Fig. 1: run 1, gate families picked out
Bar = 20 um.
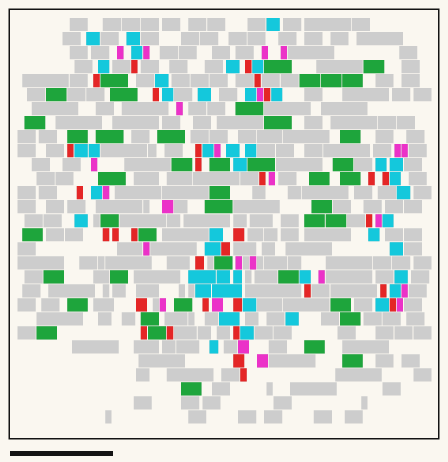
Fig. 2: run 1, cell outlines without signal wires
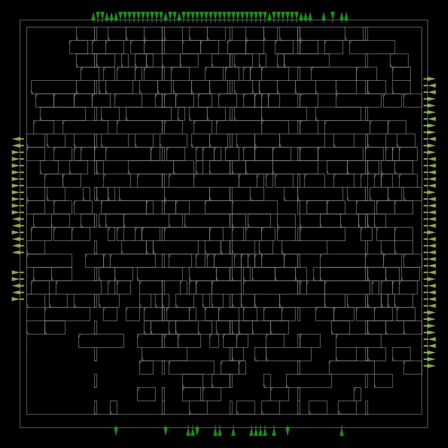
Fig. 3: run 1, layout detail
Bar = 10 um. Region (29, 12) to (54, 37) um. Cells in grey, sequential cells in the stronger grey; small squares are vias.
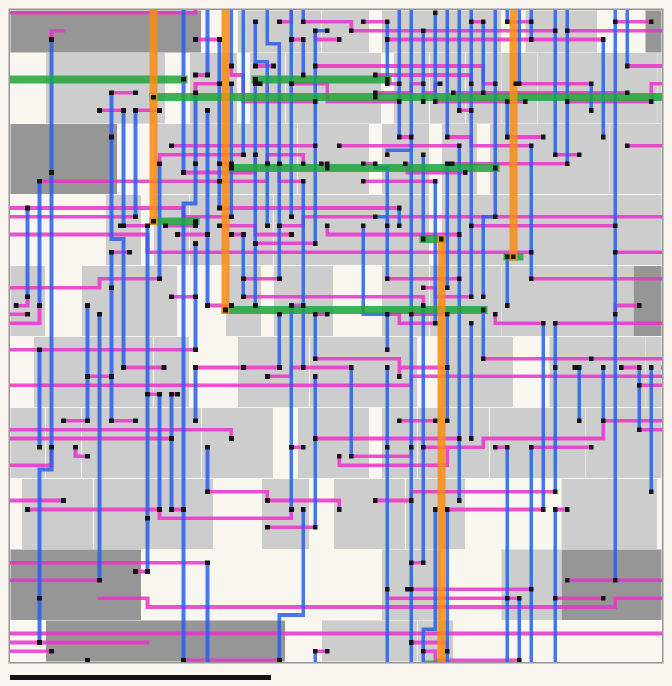
Fig. 4: run 1, clock wires, drivers and flops
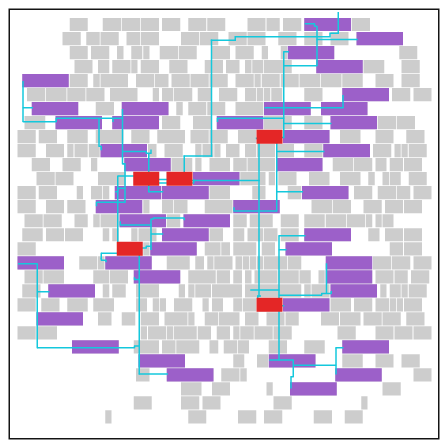
**src/rtl/effect_sequencer_if.sv**
```systemverilog
`default_nettype none
// ============================================================================
// Module      : effect_sequencer_if
// Description : Effect-stage handshake bundle between the sequencer and the
//               chain of effect stages (tremolo and peers).
//               fx_cs       - per-stage chip select (enable snapshot)
//               fx_my_turn  - one-hot grant, stage i is active
//               fx_data_in  - shared sample bus to all stages
//               fx_done     - stage i finished (1-cycle pulse)
//               fx_data_out - stage i result in bits [i*DATA_WIDTH +: DATA_WIDTH]
//               master: sequencer side, slave: effect-stage side.
// Revision    : 1.0 - initial release
// ============================================================================
interface effect_sequencer_if #(
    parameter int DATA_WIDTH  = 16,
    parameter int NUM_EFFECTS = 4
);
    logic [NUM_EFFECTS-1:0]            fx_cs;
    logic [NUM_EFFECTS-1:0]            fx_my_turn;
    logic [DATA_WIDTH-1:0]             fx_data_in;
    logic [NUM_EFFECTS-1:0]            fx_done;
    logic [NUM_EFFECTS*DATA_WIDTH-1:0] fx_data_out;

    modport master (
        output fx_cs,
        output fx_my_turn,
        output fx_data_in,
        input  fx_done,
        input  fx_data_out
    );

    modport slave (
        input  fx_cs,
        input  fx_my_turn,
        input  fx_data_in,
        output fx_done,
        output fx_data_out
    );
endinterface
`default_nettype wire

```
**src/rtl/effect_sequencer.sv**
```systemverilog
`default_nettype none
// ============================================================================
// Module      : effect_sequencer
// Description : Upstream scheduler for the effects chain. Accepts one codec
//               sample, hands it to each enabled effect stage in turn via the
//               cs/my_turn/done handshake, chains each result into the next
//               stage and returns the final sample. Disabled stages bypass.
// Ports       : clk, rst (async, active-high)
//               sample_valid/sample_in/effect_en - codec sample input
//               fx (effect_sequencer_if.master)  - effect-stage bus
//               out_valid/sample_out             - processed sample
//               busy, overrun (pulse), timeout_err (sticky)
// Macro       : FX_TIMEOUT_EN - builds the per-stage watchdog; otherwise a
//               stage may take indefinitely and timeout_err is tied to 0.
// Revision    : 1.0 - initial release
// ============================================================================
module effect_sequencer #(
    parameter int DATA_WIDTH     = 16,
    parameter int NUM_EFFECTS    = 4,
    parameter int TIMEOUT_CYCLES = 4096
) (
    input  wire logic                   clk,
    input  wire logic                   rst,
    input  wire logic                   sample_valid,
    input  wire logic [DATA_WIDTH-1:0]  sample_in,
    input  wire logic [NUM_EFFECTS-1:0] effect_en,
    effect_sequencer_if.master          fx,
    output logic                        out_valid,
    output logic [DATA_WIDTH-1:0]       sample_out,
    output logic                        busy,
    output logic                        overrun,
    output logic                        timeout_err
);

    localparam int IDX_W = $clog2(NUM_EFFECTS + 1);

    localparam logic [1:0] c_IDLE   = 2'd0;
    localparam logic [1:0] c_SELECT = 2'd1;
    localparam logic [1:0] c_WAIT   = 2'd2;
    localparam logic [1:0] c_OUTPUT = 2'd3;

    if (TIMEOUT_CYCLES < 1) begin : g_bad_timeout
        $error("TIMEOUT_CYCLES must be at least 1");
    end

    logic [1:0]             r_state;
    logic [IDX_W-1:0]       r_idx;
    logic [DATA_WIDTH-1:0]  r_cur;
    logic [NUM_EFFECTS-1:0] r_en_snap;
    logic [NUM_EFFECTS-1:0] r_my_turn;
    logic [DATA_WIDTH-1:0]  r_sample_out;
    logic                   r_out_valid;
    logic                   r_overrun;

    logic                   w_last;
    logic                   w_sel_en;
    logic                   w_sel_done;
    logic [DATA_WIDTH-1:0]  w_sel_data;
    logic [NUM_EFFECTS-1:0] w_grant;
    logic                   w_tmo_hit;

    // Per-index selection done by comparison rather than direct indexing so
    // idx == NUM_EFFECTS (the "all stages visited" value) never reads past
    // the end of any vector.
    always_comb begin
        w_sel_en   = 1'b0;
        w_sel_done = 1'b0;
        w_sel_data = '0;
        w_grant    = '0;
        for (int i = 0; i < NUM_EFFECTS; i++) begin
            if (r_idx == IDX_W'(i)) begin
                w_sel_en   = r_en_snap[i];
                w_sel_done = fx.fx_done[i];
                w_sel_data = fx.fx_data_out[i*DATA_WIDTH +: DATA_WIDTH];
                w_grant[i] = 1'b1;
            end
        end
    end

    assign w_last = (r_idx == IDX_W'(NUM_EFFECTS));

`ifdef FX_TIMEOUT_EN
    localparam int CNT_W = $clog2(TIMEOUT_CYCLES + 1);

    logic [CNT_W-1:0] r_tmo_cnt;
    logic             r_timeout_err;

    // Hit on the TIMEOUT_CYCLES-th WAIT cycle without a matching done.
    assign w_tmo_hit = (r_state == c_WAIT) && !w_sel_done &&
                       (r_tmo_cnt == CNT_W'(TIMEOUT_CYCLES - 1));

    // WAIT is only ever entered from SELECT, so clearing in SELECT is the
    // same as clearing on entry to WAIT.
    always_ff @(posedge clk or posedge rst) begin
        if (rst) begin
            r_tmo_cnt     <= '0;
            r_timeout_err <= 1'b0;
        end else begin
            if (r_state == c_WAIT) begin
                r_tmo_cnt <= r_tmo_cnt + CNT_W'(1);
            end else begin
                r_tmo_cnt <= '0;
            end
            if (w_tmo_hit) begin
                r_timeout_err <= 1'b1;
            end
        end
    end

    assign timeout_err = r_timeout_err;
`else
    assign w_tmo_hit   = 1'b0;
    assign timeout_err = 1'b0;
`endif

    always_ff @(posedge clk or posedge rst) begin
        if (rst) begin
            r_state      <= c_IDLE;
            r_idx        <= '0;
            r_cur        <= '0;
            r_en_snap    <= '0;
            r_my_turn    <= '0;
            r_sample_out <= '0;
            r_out_valid  <= 1'b0;
            r_overrun    <= 1'b0;
        end else begin
            r_out_valid <= 1'b0;
            // A sample arriving outside IDLE is dropped; only flag it.
            r_overrun   <= sample_valid && (r_state != c_IDLE);
            case (r_state)
                c_IDLE: begin
                    if (sample_valid) begin
                        r_cur     <= sample_in;
                        r_en_snap <= effect_en;
                        r_idx     <= '0;
                        r_state   <= c_SELECT;
                    end
                end
                c_SELECT: begin
                    if (w_last) begin
                        r_state <= c_OUTPUT;
                    end else if (w_sel_en) begin
                        r_my_turn <= w_grant;
                        r_state   <= c_WAIT;
                    end else begin
                        r_idx <= r_idx + IDX_W'(1);
                    end
                end
                c_WAIT: begin
                    if (w_sel_done) begin
                        r_cur     <= w_sel_data;
                        r_my_turn <= '0;
                        r_idx     <= r_idx + IDX_W'(1);
                        r_state   <= c_SELECT;
                    end else if (w_tmo_hit) begin
                        // Stage is skipped: cur keeps the value it was given.
                        r_my_turn <= '0;
                        r_idx     <= r_idx + IDX_W'(1);
                        r_state   <= c_SELECT;
                    end
                end
                c_OUTPUT: begin
                    r_sample_out <= r_cur;
                    r_out_valid  <= 1'b1;
                    r_state      <= c_IDLE;
                end
                default: begin
                    r_state <= c_IDLE;
                end
            endcase
        end
    end

    assign fx.fx_cs      = r_en_snap;
    assign fx.fx_my_turn = r_my_turn;
    assign fx.fx_data_in = r_cur;
    assign out_valid     = r_out_valid;
    assign sample_out    = r_sample_out;
    assign busy          = (r_state != c_IDLE);
    assign overrun       = r_overrun;

endmodule
`default_nettype wire

```
**src/flat_wrapper.sv**
```systemverilog
// flat-port wrapper written by rule: the top's interface ports become plain ports
module effect_sequencer_flat 
#(
    parameter int DATA_WIDTH     = 16,
    parameter int NUM_EFFECTS    = 4,
    parameter int TIMEOUT_CYCLES = 4096
)
  (clk, rst, sample_valid, sample_in, effect_en, out_valid, sample_out, busy, overrun, timeout_err, fx_fx_cs, fx_fx_my_turn, fx_fx_data_in, fx_fx_done, fx_fx_data_out);
  effect_sequencer_if #(.DATA_WIDTH(DATA_WIDTH), .NUM_EFFECTS(NUM_EFFECTS)) fx_i ();
  input  wire logic clk;
  input  wire logic rst;
  input  wire logic sample_valid;
  input  wire logic [DATA_WIDTH-1:0] sample_in;
  input  wire logic [NUM_EFFECTS-1:0] effect_en;
  output logic out_valid;
  output logic [DATA_WIDTH-1:0] sample_out;
  output logic busy;
  output logic overrun;
  output logic timeout_err;
  output wire logic [$bits(fx_i.fx_cs)-1:0] fx_fx_cs;
  output wire logic [$bits(fx_i.fx_my_turn)-1:0] fx_fx_my_turn;
  output wire logic [$bits(fx_i.fx_data_in)-1:0] fx_fx_data_in;
  input wire logic [$bits(fx_i.fx_done)-1:0] fx_fx_done;
  input wire logic [$bits(fx_i.fx_data_out)-1:0] fx_fx_data_out;
  assign fx_fx_cs = fx_i.fx_cs;
  assign fx_fx_my_turn = fx_i.fx_my_turn;
  assign fx_fx_data_in = fx_i.fx_data_in;
  assign fx_i.fx_done = fx_fx_done;
  assign fx_i.fx_data_out = fx_fx_data_out;
  effect_sequencer #(.DATA_WIDTH(DATA_WIDTH), .NUM_EFFECTS(NUM_EFFECTS), .TIMEOUT_CYCLES(TIMEOUT_CYCLES)) u_core (.clk(clk), .rst(rst), .sample_valid(sample_valid), .sample_in(sample_in), .effect_en(effect_en), .fx(fx_i), .out_valid(out_valid), .sample_out(sample_out), .busy(busy), .overrun(overrun), .timeout_err(timeout_err));
endmodule
```
**config.mk**
```make
export PLATFORM = sky130hd
export DESIGN_NAME = effect_sequencer_flat
export DESIGN_NICKNAME = d
export VERILOG_FILES = /design/src/rtl/effect_sequencer_if.sv /design/src/rtl/effect_sequencer.sv /design/src/flat_wrapper.sv
export SDC_FILE = /design/constraint.sdc
export NUM_CORES = 1
export LEC_CHECK = 0
export CORE_UTILIZATION = 41
export CTS_CLUSTER_SIZE = 40
export DETAILED_ROUTE_END_ITERATION = 12
export GPL_ROUTABILITY_DRIVEN = 0
export PLACE_DENSITY = 0.83
export SLEW_MARGIN = 15
export SYNTH_ARGS = -nofsm -noshare
export SYNTH_HDL_FRONTEND = slang
export SYNTH_SLANG_ARGS = --single-unit
```
**constraint.sdc**
```tcl
create_clock -name clk -period 2.6 [get_ports clk]
set_input_delay 0.52 -clock clk [delete_from_list [all_inputs] [get_ports clk]]
set_output_delay 0.52 -clock clk [all_outputs]
set_load 0.05 [all_outputs]
```
==> Changelog: implementation, run 1 <==
### Metrics

- Critical Path Start: u_core.r_state[0]
- Ys cells: between 200 and 300
- Arrival @ worst endpoint: 1960 ps
- Worst-case vdd ir drop: 0.9263 mV
- FF-to-FF End: u_core.fx.fx_data_in[7]
- R2R cell count: 7
- Kind of critical path: reg -> out
- WL per Instance: between 15 and 20 um
- Outcome: finished clean
- First-pass GRT wire length: 13.55 mm
- Worst-Margin Slew: 551.8 ps
- Setup crit end kind: output pin
- P per Cell Area: between 1000 and 1500 nW/um^2
- Setup TNS: 0 ps
- Detailed-route via count: approximately 2,600
- Hold Buf Count CTS: 0
- Worst hold path class: in -> async
- FP Rows: 29
- Nets: about 500
- Initial antenna violation count: 0
- DRC viols: 0
- Detailed Route Iter0 Violations: 199
- FF-to-FF setup slack: roughly 210 ps
- Hold WS: roughly 510 ps
- Synth unique cells: 34
- RSZ-0062 raised after global routing: no
- Commonest flop: dfrtp_1
- Antenna Nets Post-Route: 0
- Cells after Synth: approximately 250
- Yosys reg bits: about 47
- Syn-to-layout area delta: 59.13%
- Post_cts resized: 0
- Yosys stat area: ~2700 sq um
- Htree depth: 2
- Total of max-cap violations: 0
- Number of enable flip-flop cells: 0
- Final setup violation count: 0
- Top cells by count: dfrtp_1, mux2_2, nand2_1
- GRT overflow: 0
- Area share, top type: 43.66%
- Pint: 3.123 mW
- Syn nets: 352
- Post-CTS Setup Bufs: 0
- Clock Path Buffers: 2
- Slowest CP cell: clkdlybuf4s50_1
- Pin count of the biggest net entering global routing: 23
- Width of the die: roughly 83 um
- Final max-slew violation count: 0
- Sequential power share: between 20% and 30%
- Slew HR: ~63%
- Sw frac: 47.77%
- Clk ins delay skew pair: ~300 ps
- CTS root buffer: clkbuf_8
- Synth top cell by count: dfrtp_1
- Top Ports: around 140
- Cts bufs inserted: 5
- FF-to-FF Start: u_core.r_idx[0]
- Worst Skew: between 8 and 9 ps
- Die Ht: a little over 80 um
- Critical path, cell by cell: inv_1, ha_1, inv_1, clkdlybuf4s50_1
- FMAX: roughly 400 MHz
- Async set-reset flop share out of synthesis: 100.0%
- P_leak: between 1.5 and 2 nW
- Crit path max fanout: 5
- Syn Std Cell Area: about 2700 sq um
- Ys Warns: 0
- Chip area: 6898 sq um
- Clk network pwr share: around 9.2%
- Crit path buf inv count: 3
- Cell taking the most area after synthesis: dfrtp_1
- Global Route Usage Sum: between 20% and 30%
- CP dominant cell by count: inv_1
- DRT Pass-1 Iters: 7
- Critical Path RT: roughly 2100 ps
- I/O Buffers: 133
- Final hold violation count: 0
- Post-DP HPWL: roughly 6.4 mm
- Worst Setup Start Kind: flop
- ANT cells: 0
- Worst path max stage delay: between 700 and 800 ps
- Post-synth seq share: between 40% and 50%
- CTS tree: yes
- Net Sw Power: 2.856 mW
- Combinational fraction of design power: 68.0%
- Vias per cell: 5.536
- Post-Route WL: a little over 8 mm
- Cycle use final: 95.49%
- Synth Area per Inst: 10.69 sq um
-- Fig. 1 (at the start) --
Key: mux cells = green [cells 44, most used mux2_2]; nor cells = magenta [cells 24, most used nor2_1]; nand cells = red [cells 31, most used nand2_1]; aoi and oai cells = cyan [cells 43, most used o211ai_1]

-- Fig. 2 (at the start) --
fin util: 67.51%
sequential share of cell area: 27.44%
fillcell total: 491
core area: 6350 sq um

-- Fig. 3 (at the start) --
Key: metal 2 = blue; metal 1 = magenta; metal 4 = orange; metal 3 = green
57 logic cells have their middle in the window. Most frequent: inv_1 (7), ha_1 (7), buf_4 (7). Sequential cells in the window: 3. Netlist names of flops here include `u_core.r_idx` (2), `u_core.fx.fx_cs` (1).

-- Fig. 4 (at the start) --
Key: clock wires = cyan [length 541 um]; flip-flops = purple [count 47]; clock drivers = red [count 5]
Position of the flops: all over the die. There are 6 routed clock nets.

## run 1: power by group through the flow
| stage | combinational (mW) | sequential, mW | clock (mW) |
|---|---|---|---|
| 2_1_floorplan | 1.64 | 2.45 | 0 |
| 3_3_place_gp | 3.97 | 1.36 | 0 |
| 3_5_place_dp | 4.07 | 1.37 | 0 |
| 4_1_cts | 4.07 | 1.36 | 0.564 |
| 5_1_grt | 4.30 | 1.41 | 0.593 |
| 6_report | 4.07 | 1.36 | 0.551 |
## run 1: cell type report
type	count	area, sq um	share of cell area (%)
clock buffers	6	82.58	1.926
multi-input cells	172	1385	32.31
inverters	14	52.55	1.226
repair buffers	150	1459	34.03
flip-flops and latches	47	1176	27.44
clock inverters	2	35.03	0.8173
well taps	77	96.34	2.248
## run 1: stage by stage
stage	area [sq um]	std cells	setup WS [ps]	total power [mW]	util, %
floorplan	2694	252	416.7	4.091	-
global placement	4163	460	189.9	5.325	65.56
detailed placement	4163	460	184.4	5.439	65.56
CTS	4280	468	119.1	5.998	67.41
global route	4287	468	21.20	6.302	67.51
finish	4287	468	117.3	5.979	67.51
## run 1: kinds of logic (layout without fill, tap and decap cells)
kind of cell	after synthesis	count (layout)	share of synthesized area, %
flip-flops	47	47	43.66
AND/OR/NAND/NOR	56	56	8.778
other	1	1	0.1392
buffers and inverters	33	172	5.155
multiplexers	44	44	19.46
adder cells (fa/ha/maj)	9	9	4.180
AND-OR/OR-AND	62	62	18.63
## run 1: layout by cell type (no fill, tap or decap)
cell type,count
inv_1,12
o211ai_1,18
nor2_1,20
o41ai_2,1
dfrtp_1,47
conb_1,1
nand2b_1,2
nor2b_1,4
a221o_1,16
nand2_1,25
a221oi_2,1
o21ai_0,1
inv_2,1
a21oi_1,1
mux2_2,27
o2111ai_1,1
clkinv_2,1
ha_1,9
mux2_4,10
bufinv_16,1
mux2i_1,7
o31ai_1,1
a21boi_0,1
clkdlybuf4s50_1,133
o311ai_0,1
clkinv_1,1
a21boi_2,1
o22a_1,1
buf_4,17
nand3_1,3
a31oi_1,16
nand2_2,1
a21o_1,1
clkbuf_8,6
and3b_1,1
o221a_2,1
## run 1: per-layer routing
layer  wire length, um  vias to the layer above  share of wire, %  track usage (%)
met1              3434                     1246                42            30.86
met4               167                        0               2.0            10.34
li1                  -                     1201                 -                -
met5                 0                        -                 0                0
met3               508                       18               6.2            4.672
met2              4094                      126                50            41.21
## run 1: registers in the layout (all words and copies together) (netlist names)
register,flops
u_core.overrun,1
u_core.r_idx,3
u_core.sample_out,16
u_core.fx.fx_data_in,16
u_core.r_state,2
u_core.out_valid,1
u_core.fx.fx_cs,4
u_core.fx.fx_my_turn,4
## run 1: how the worst max path moves through the flow
stage                         endpoint  slack (ps)  cells after the start
2_1_floorplan  u_core.fx.fx_data_in[0]         420                      9
3_3_place_gp   u_core.fx.fx_data_in[5]         190                      7
3_5_place_dp           u_core.r_idx[1]         180                      8
4_1_cts                           busy         120                      4
5_1_grt                           busy          20                      4
6_report                          busy         120                      4
==> inputs of run 2 (changes only) <==
--- a/config.mk
+++ b/config.mk
@@ -10,6 +10,7 @@
 export DETAILED_ROUTE_END_ITERATION = 12
 export GPL_ROUTABILITY_DRIVEN = 0
 export PLACE_DENSITY = 0.83
+export SKIP_CTS_REPAIR_TIMING = 1
 export SLEW_MARGIN = 15
 export SYNTH_ARGS = -nofsm -noshare
 export SYNTH_HDL_FRONTEND = slang
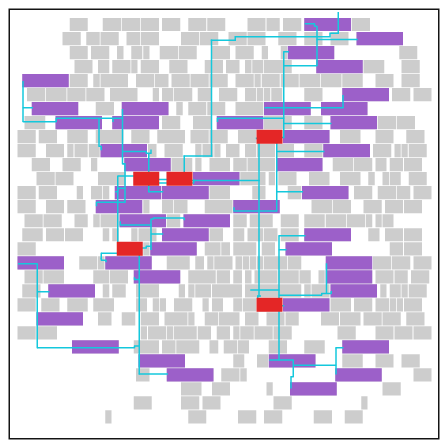
Fig. 5. Clock wires, drivers and flops (run 2).
Key: clock wires = cyan [length 541 um]; clock drivers = red [count 5]; flip-flops = purple [count 47]
There are 6 routed clock nets. Position of the flops: all over the die.

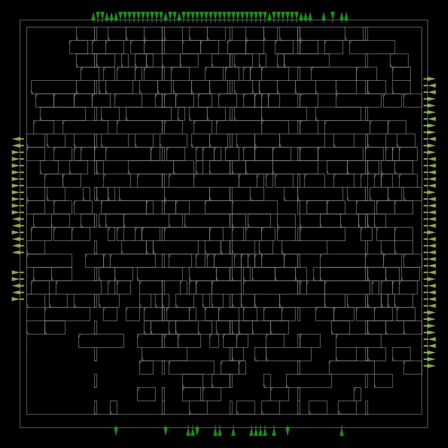
Fig. 6. Cell outlines without signal wires (run 2).
Tapcells: 77
filler-free cell count of the finished design: 468

==> Changelog: implementation, run 2 <==
### Metrics

- Outcome: finished clean
- Area share, top type: a little over two fifths
- DRC viols: 0
- Post-DP HPWL: 6.351 mm
- GRT overflow: 0
- RSZ-0062 raised after global routing: no
- Cell taking the most area after synthesis: dfrtp_1
- Xor/xnor share: 0%
- Critical Path Start: u_core.r_state[0]
- Width of the die: just over 80 um
- Top cells by count: dfrtp_1, mux2_2, nand2_1
- Compound-Gate Fraction of Synth Area: between 10% and 20%
- Global Route Usage Sum: between 20% and 30%
- Yosys stat area: 2694 sq um
- Detailed-route via count: 2,591
- Hold WS: ~500 ps
- Critical Path RT: between 2000 and 2500 ps
- Crit path max fanout: 5
- Inst Count DP: between 400 and 500
- Final hold violation count: 0
- Final setup violation count: 0
- Detailed Route Iter0 Violations: 199
- R2R cell count: 7
- And+or+nand+nor area frac: under 10%
- FF-to-FF setup slack: around 210 ps
- Yosys reg bits: ~47
- Commonest flop: dfrtp_1
- Setup TNS: 0 ps
- Initial Utilization: 42.42%
- Async set-reset flop share out of synthesis: 100.0%
- Pwr Total: around 6 mW
- CTS root buffer: clkbuf_8
- Syn Std Cell Area: 2694 sq um
- Placed Instance Area: ~4200 sq um
- Vias per cell: around 5.5
- Initial antenna violation count: 0
- Cycle use final: 95.49%
- Synth top cell by count: dfrtp_1
- Post-synth seq share: between 40% and 50%
- FF-to-FF End: u_core.fx.fx_data_in[7]
- FF-to-FF Start: u_core.r_idx[0]
- Worst-Margin Slew: 551.8 ps
- Cells after Synth: roughly 250
- WL per Instance: ~18 um
- Total of max-cap violations: 0
- Clk ins delay skew pair: 300 ps
- FMAX: around 400 MHz
- Kind of critical path: reg -> out
- Antenna Nets Post-Route: 0
- Fillcell total: ~490
- Most common logic cells in the final layout: clkdlybuf4s50_1, dfrtp_1, mux2_2
- Top Ports: ~140
- FP Rows: 29
- First-pass GRT wire length: 13.55 mm
- Nets: about 490
- CP endpoint: busy
- Worst Setup Start Kind: flop
- Die Ht: 83.06 um
- Number of global-route vias before repair: between 2,000 and 3,000
- P per Cell Area: around 1400 nW/um^2
- Worst Skew: slightly below 9 ps
- Number of enable flip-flop cells: 0
- DRT Pass-1 Iters: 7
- Core area: between 6000 and 7000 sq um
- Htree depth: 2
- Arrival @ worst endpoint: 1960 ps
- Cts bufs inserted: 5
- Pin count of the biggest net entering global routing: 23
- I/O Buffers: 133
- Synth Area in Adders: around 4.2%
- P_leak: around 1.8 nW
- Dominant logic cell type in the layout: clkdlybuf4s50_1
- Fin area: 4287 sq um
- CTS tree: yes
- Post-Route WL: approximately 8 mm
- Worst hold path class: in -> async
- Setup crit end kind: output pin
- Mux share: roughly a fifth
- Syn-to-layout area delta: 59.13%
[run 2: cell counts in the layout (fill, tap and decap cells not counted)]
No cell type changed its count.
[run 2: how the worst min path moves through the flow]
stage               cells after the start                   from                     to
floorplan                               1      u_core.r_state[1]      u_core.r_state[1]
global placement                        1  u_core.sample_out[13]  u_core.sample_out[13]
detailed placement                      1   u_core.sample_out[3]   u_core.sample_out[3]
CTS                                     2                    rst      u_core.r_state[1]
global route                            1   u_core.sample_out[3]   u_core.sample_out[3]
finish                                  2                    rst      u_core.r_state[1]
[run 2: through the flow]
step,setup slack (ps),utilization (%)
floorplan,416.7,-
global placement,189.9,65.56
detailed placement,184.4,65.56
CTS,119.1,67.41
global route,21.20,67.51
finish,117.3,67.51
[run 2: per-layer routing]
layer | wire length, um | share of wire (%) | vias up | global-route usage, %
li1 | - | - | 1201 | -
met1 | 3434 | 42 | 1246 | 30.86
met2 | 4094 | 50 | 126 | 41.21
met3 | 508 | 6.2 | 18 | 4.672
met4 | 167 | 2.0 | 0 | 10.34
met5 | 0 | 0 | - | 0
[run 2: power breakdown]
group	switching [mW]	internal [mW]
clock	0.240	0.311
sequential	0.260	1.10
combinational	2.36	1.71
total	2.86	3.12
[run 2: cell type report]
type / instances / area [sq um] / area share [%]
inverters: 14 / 52.55 / 1.226
well taps: 77 / 96.34 / 2.248
clock inverters: 2 / 35.03 / 0.8173
repair buffers: 150 / 1459 / 34.03
clock buffers: 6 / 82.58 / 1.926
flip-flops and latches: 47 / 1176 / 27.44
multi-input cells: 172 / 1385 / 32.31
[run 2: critical path: stages (launching register included)]
cell	delay, ps
dfrtp_1	440
inv_1	90
ha_1	270
inv_1	70
clkdlybuf4s50_1	790
[run 2: cells by family (layout without fill, tap and decap cells)]
family	count (synthesis)	count (layout)
AND/OR/NAND/NOR	56	56
AND-OR/OR-AND	62	62
other	1	1
buffers and inverters	33	172
multiplexers	44	44
flip-flops	47	47
adder cells (fa/ha/maj)	9	9
Power and IR drop assume default switching activity.
